File: src/rtl/instr_prefetch_queue.sv
// Instruction prefetch queue: one fetch in flight, DEPTH-entry {pc, instr} FIFO
// toward decode, with redirect flush and drop of stale in-flight responses.
module instr_prefetch_queue #(
  parameter int unsigned DEPTH    = 4,
  parameter logic [31:0] RESET_PC = 32'h0000_0000
) (
  input  logic        clk_i,
  input  logic        rst_i,
  output logic        imem_req_o,
  output logic [31:0] imem_addr_o,
  input  logic        imem_valid_i,
  input  logic [31:0] imem_data_i,
  output logic        valid_o,
  input  logic        ready_i,
  output logic [31:0] instr_o,
  output logic [31:0] pc_o,
  input  logic        redirect_i,
  input  logic [31:0] redirect_pc_i
);

  localparam int unsigned PTR_W = $clog2(DEPTH);
  localparam int unsigned CNT_W = $clog2(DEPTH + 1);

  logic [31:0]      pc_mem_r    [DEPTH];
  logic [31:0]      instr_mem_r [DEPTH];
  logic [PTR_W-1:0] head_r;
  logic [PTR_W-1:0] tail_r;
  logic [CNT_W-1:0] count_r;
  logic [CNT_W-1:0] occ_next_s;
  logic [31:0]      fetch_pc_r;
  logic [31:0]      req_pc_r;
  logic             outstanding_r;
  logic             drop_r;
  logic             resp_s;
  logic             push_s;
  logic             pop_s;
  logic             unused_pc_bits_s;

  assign valid_o          = (count_r != {CNT_W{1'b0}});
  assign instr_o          = instr_mem_r[head_r];
  assign pc_o             = pc_mem_r[head_r];
  assign imem_addr_o      = fetch_pc_r;
  assign unused_pc_bits_s = ^redirect_pc_i[1:0];

  // Handshake decode and issue decision; a slot is reserved for every in-flight fetch
  always_comb begin
    resp_s     = imem_valid_i & outstanding_r;
    push_s     = resp_s & ~drop_r & ~redirect_i;
    pop_s      = valid_o & ready_i;
    occ_next_s = count_r + CNT_W'(push_s) - CNT_W'(pop_s);
    imem_req_o = ~rst_i & ~redirect_i & (~outstanding_r | imem_valid_i)
               & (occ_next_s < CNT_W'(DEPTH));
  end

  // Queue storage, pointers, fetch pc and in-flight tracking
  always_ff @(posedge clk_i) begin
    if (rst_i) begin
      pc_mem_r      <= '{default: 32'h0000_0000};
      instr_mem_r   <= '{default: 32'h0000_0000};
      head_r        <= {PTR_W{1'b0}};
      tail_r        <= {PTR_W{1'b0}};
      count_r       <= {CNT_W{1'b0}};
      fetch_pc_r    <= RESET_PC;
      req_pc_r      <= 32'h0000_0000;
      outstanding_r <= 1'b0;
      drop_r        <= 1'b0;
    end else if (redirect_i) begin
      head_r        <= {PTR_W{1'b0}};
      tail_r        <= {PTR_W{1'b0}};
      count_r       <= {CNT_W{1'b0}};
      fetch_pc_r    <= {redirect_pc_i[31:2], 2'b00};
      // a fetch still in flight must have its eventual response thrown away
      outstanding_r <= outstanding_r & ~imem_valid_i;
      drop_r        <= outstanding_r & ~imem_valid_i;
    end else begin
      count_r <= occ_next_s;
      if (push_s) begin
        pc_mem_r[tail_r]    <= req_pc_r;
        instr_mem_r[tail_r] <= imem_data_i;
        tail_r              <= tail_r + PTR_W'(1'b1);
      end
      if (pop_s) begin
        head_r <= head_r + PTR_W'(1'b1);
      end
      if (imem_req_o) begin
        fetch_pc_r    <= fetch_pc_r + 32'd4;
        req_pc_r      <= fetch_pc_r;
        outstanding_r <= 1'b1;
      end else if (resp_s) begin
        outstanding_r <= 1'b0;
      end
      if (resp_s) begin
        drop_r <= 1'b0;
      end
    end
  end

endmodule
File: config.mk
export PLATFORM = sky130hd
export DESIGN_NAME = instr_prefetch_queue
export DESIGN_NICKNAME = d
export VERILOG_FILES = /design/src/rtl/instr_prefetch_queue.sv
export SDC_FILE = /design/constraint.sdc
export NUM_CORES = 1
export LEC_CHECK = 0
export ABC_AREA = 1
export CORE_UTILIZATION = 25
export CTS_BUF_LIST = sky130_fd_sc_hd__clkbuf_8
export DETAILED_ROUTE_END_ITERATION = 6
export PLACE_DENSITY = 0.45
export SETUP_SLACK_MARGIN = 0.15
export SYNTH_ARGS = -nofsm -noshare
export SYNTH_HDL_FRONTEND = slang
export SYNTH_SLANG_ARGS = --single-unit
File: constraint.sdc
create_clock -name clk_i -period 5.75 [get_ports clk_i]
set_input_delay 0.575 -clock clk_i [delete_from_list [all_inputs] [get_ports clk_i]]
set_output_delay 0.575 -clock clk_i [all_outputs]
set_load 0.02 [all_outputs]
==> ci_impl_report.md <==
## Synthesis and layout report

| Metric | Value |
|---|---|
| Status | completed |
| Largest net degree at the start of global routing | 119 |
| Pwr dens | between 200 and 300 nW/um2 |
| Setup TNS | 0 ps |
| Clk_skew | 20.32 ps |
| Pwr Total | between 4 and 5 mW |
| Slowest CP cell | dfxtp_4 |
| Post-Syn Area | around 14000 um2 |
| ANT nets after route | 0 |
| Registers, synthesis | about 320 |
| Syn_area_per_cell | around 7.0 um2 |
| Final Hold Viols | 0 |
| Combinational power share | between 8 and 9% |
| Seq pwr share | a little under half |
| Crit start category | flip-flop |
| Tally of OpenROAD warnings | 33 |
| Starting Density | 25.41% |
| Root buffer cell | clkbuf_8 |
| Max-cap violations | 0 |
| CTS resizes | 0 |
| FMAX | roughly 230 MHz |
| LEAKAGE | between 5 and 6 nW |
| Inserted Diodes | 0 |
| RSZ-0062 raised after global routing | no |
| Switching pwr | around 1.3 mW |
| Vias in the first global route | about 14k |
| Chip area | 58600 um2 |
| Port Buf Inserts | roughly 160 |
| Switching Share | 26.01% |
| Yosys stat area | about 14000 um2 |
| First-pass detailed-route iteration total | 6 |
| Final setup viols | 0 |
| CTS Hold Bufs | 0 |
| Crit Path Class | flip-flop to output port |
| Worst EP arrival | ~3700 ps |
| Register share after synthesis | 44.04% |
| DRC errors left | 0 |
| DIE HEIGHT | 242.1 um |
| WP data required | 5180 ps |
| Postcts setup bufs | 0 |
| Max-slew headroom | a little under a third |
| Clock power frac | between 40 and 50% |
| Clk Latency, worst-skew pair | 650 ps |
| GRT overflow | 0 |
| Min Hold Slack | roughly 390 ps |
| Worst vdd rail ir drop | 0.0001539 V |
| Die width | 242.1 um |
| Worst-path maximum fanout | between 80 and 90 |
| Top cell excl fill/tap | nand2_1 |
| DR vias/cell | slightly below 5 |
| Crit path largest cell delay | between 800 and 900 ps |
| FP Rows | about 87 |
| Max-slew violations | 0 |
| TritonCTS clock tree | done |
| Share of layout cells above drive strength 1 | 5.706% |
| I/O Pins | between 150 and 200 |
| Period utilization | between 70 and 80% |
| Initial antenna violation count | 0 |
| Minimum clock period | around 4300 ps |
| Total Wirelength | 51.72 mm |
final cells by class:
| type | instances | area, um2 |
|---|---|---|
| Fill cell | 6209 | 39340 |
| Multi-Input combinational cell | 1498 | 6987 |
| Sequential cell | 317 | 6351 |
| Timing Repair Buffer | 176 | 1738 |
| Clock buffer | 76 | 1046 |
| Tap cell | 756 | 945.9 |
| Inverter | 57 | 221.5 |
| Clock inverter | 14 | 82.58 |
metal layers:
metal | GRT usage, % | vias to the layer above | part of all wire [%]
met3 | 3.600 | 69 | 6.1
met4 | 4.672 | 0 | 1.9
li1 | - | 6991 | -
met2 | 25.97 | 436 | 44
met5 | 0 | - | 0
met1 | 24.32 | 6750 | 48
power groups by stage:
stage	logic (mW)	registers (mW)	clock network, mW
floorplan	0.223	2.33	0
CTS	0.400	2.29	2.23
global placement	0.396	2.34	0
detailed placement	0.398	2.34	0
finish	0.397	2.29	2.15
global route	0.433	2.29	2.33
cell usage after synthesis, drive strengths merged:
cell	instances	area share [%]
dfxtp	317	44
o21ai	140	4.9
nand3b	2	0.10
conb	1	0.026
a21boi	3	0.16
nor2	186	5.1
xnor2	9	0.55
fa	1	0.14
ha	7	0.61
a21oi	307	11
clkbuf	108	2.8
a31oi	1	0.043
or2	1	0.043
inv	55	1.4
nand2	467	12
o22ai	62	2.7
nand3	298	10
clkinv	2	0.052
nand4	2	0.087
buf	67	3.5
a2111oi	1	0.061
o21bai	4	0.21
a32o	1	0.069
xor2	2	0.12
kinds of logic (layout without fill, tap and decap cells):
kind of cell               after synthesis  in the layout  synth area share [%]
other                                    1              4               0.02603
and+or+nand+nor                        956            956                 27.94
AOI/OAI and AO/OA                      519            519                 18.76
buffers and inverters                  232            323                 7.824
xor gates and xnor gates                11             11                0.6687
DFF                                    317            317                 44.04
adders and majority gates                8              8                0.7468
worst max-delay path: cells and delay by family (launching register included):
| family | cells | cell delay, ps |
|---|---|---|
| AND-OR/OR-AND | 2 | 370 |
| buffers and inverters | 3 | 1860 |
| flip-flops | 1 | 830 |
flip-flops by register name, indices dropped and copies added (netlist names):
register	count
count_r	3
drop_r	1
head_r	2
imem_addr_o	30
instr_mem_r	128
outstanding_r	1
pc_mem_r	120
req_pc_r	30
tail_r	2
final timing paths:
check / start / endpoint / slack [ps] / cells past startpoint
setup / recovery: head_r[0]$_SDFFE_PP0P_ / pc_o[7] / 1460 / 5
hold / removal: rst_i / imem_addr_o[26]$_SDFFE_PP0P_ / 390 / 2
setup reg to reg: count_r[1]$_SDFF_PP0_ / imem_addr_o[10]$_SDFFE_PP0P_ / 2530 / 20
hold reg to reg: instr_mem_r[67]$_SDFFE_PP0P_ / instr_mem_r[67]$_SDFFE_PP0P_ / 450 / 2
Cells by drive strength:
The bar under the picture is 50 um long.
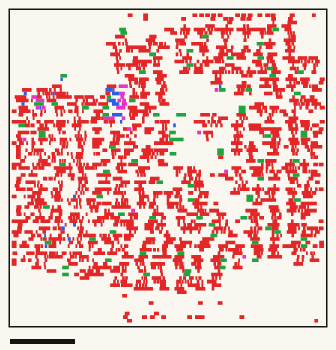
| size | colour | cells | share |
|---|---|---|---|
| drive 1 or less | red | 2016 | 94% |
| drive 3 to 4 | magenta | 22 | 1.0% |
| drive 6 and up | green | 81 | 3.8% |
| drive 2 | blue | 19 | 0.89% |
Area Overhead vs Synth: 20.56%
Non-clock buffers: 176
Finished Cell Area: 17370 um2
worst setup margin: 1461 ps

Cell placement:
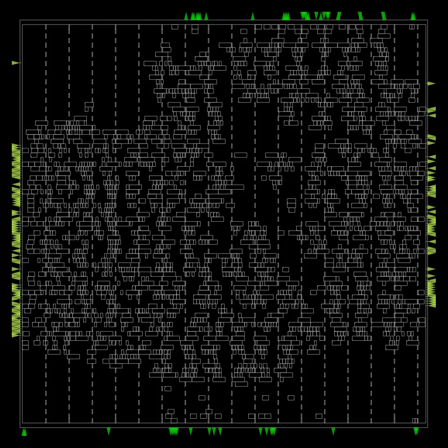
Post-Route Utilization: 30.63%
Core Footprint: 56710 um2

Wiring by layer:
The bar under the picture is 50 um long.
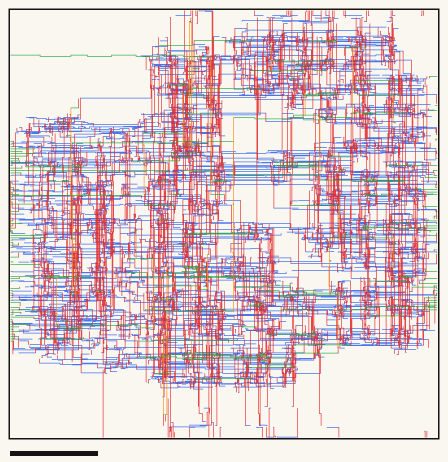
| layer | colour | wire length |
|---|---|---|
| met1 | blue | 24.8 mm |
| met3 | green | 3160 um |
| met2 | red | 22.7 mm |
| met4 | orange | 1010 um |
WL/cell: 17.87 um
Global Route Usage Sum: 17.12%
via count: 14.25k

No activity file was given, so power comes from the tool's default toggle rates.
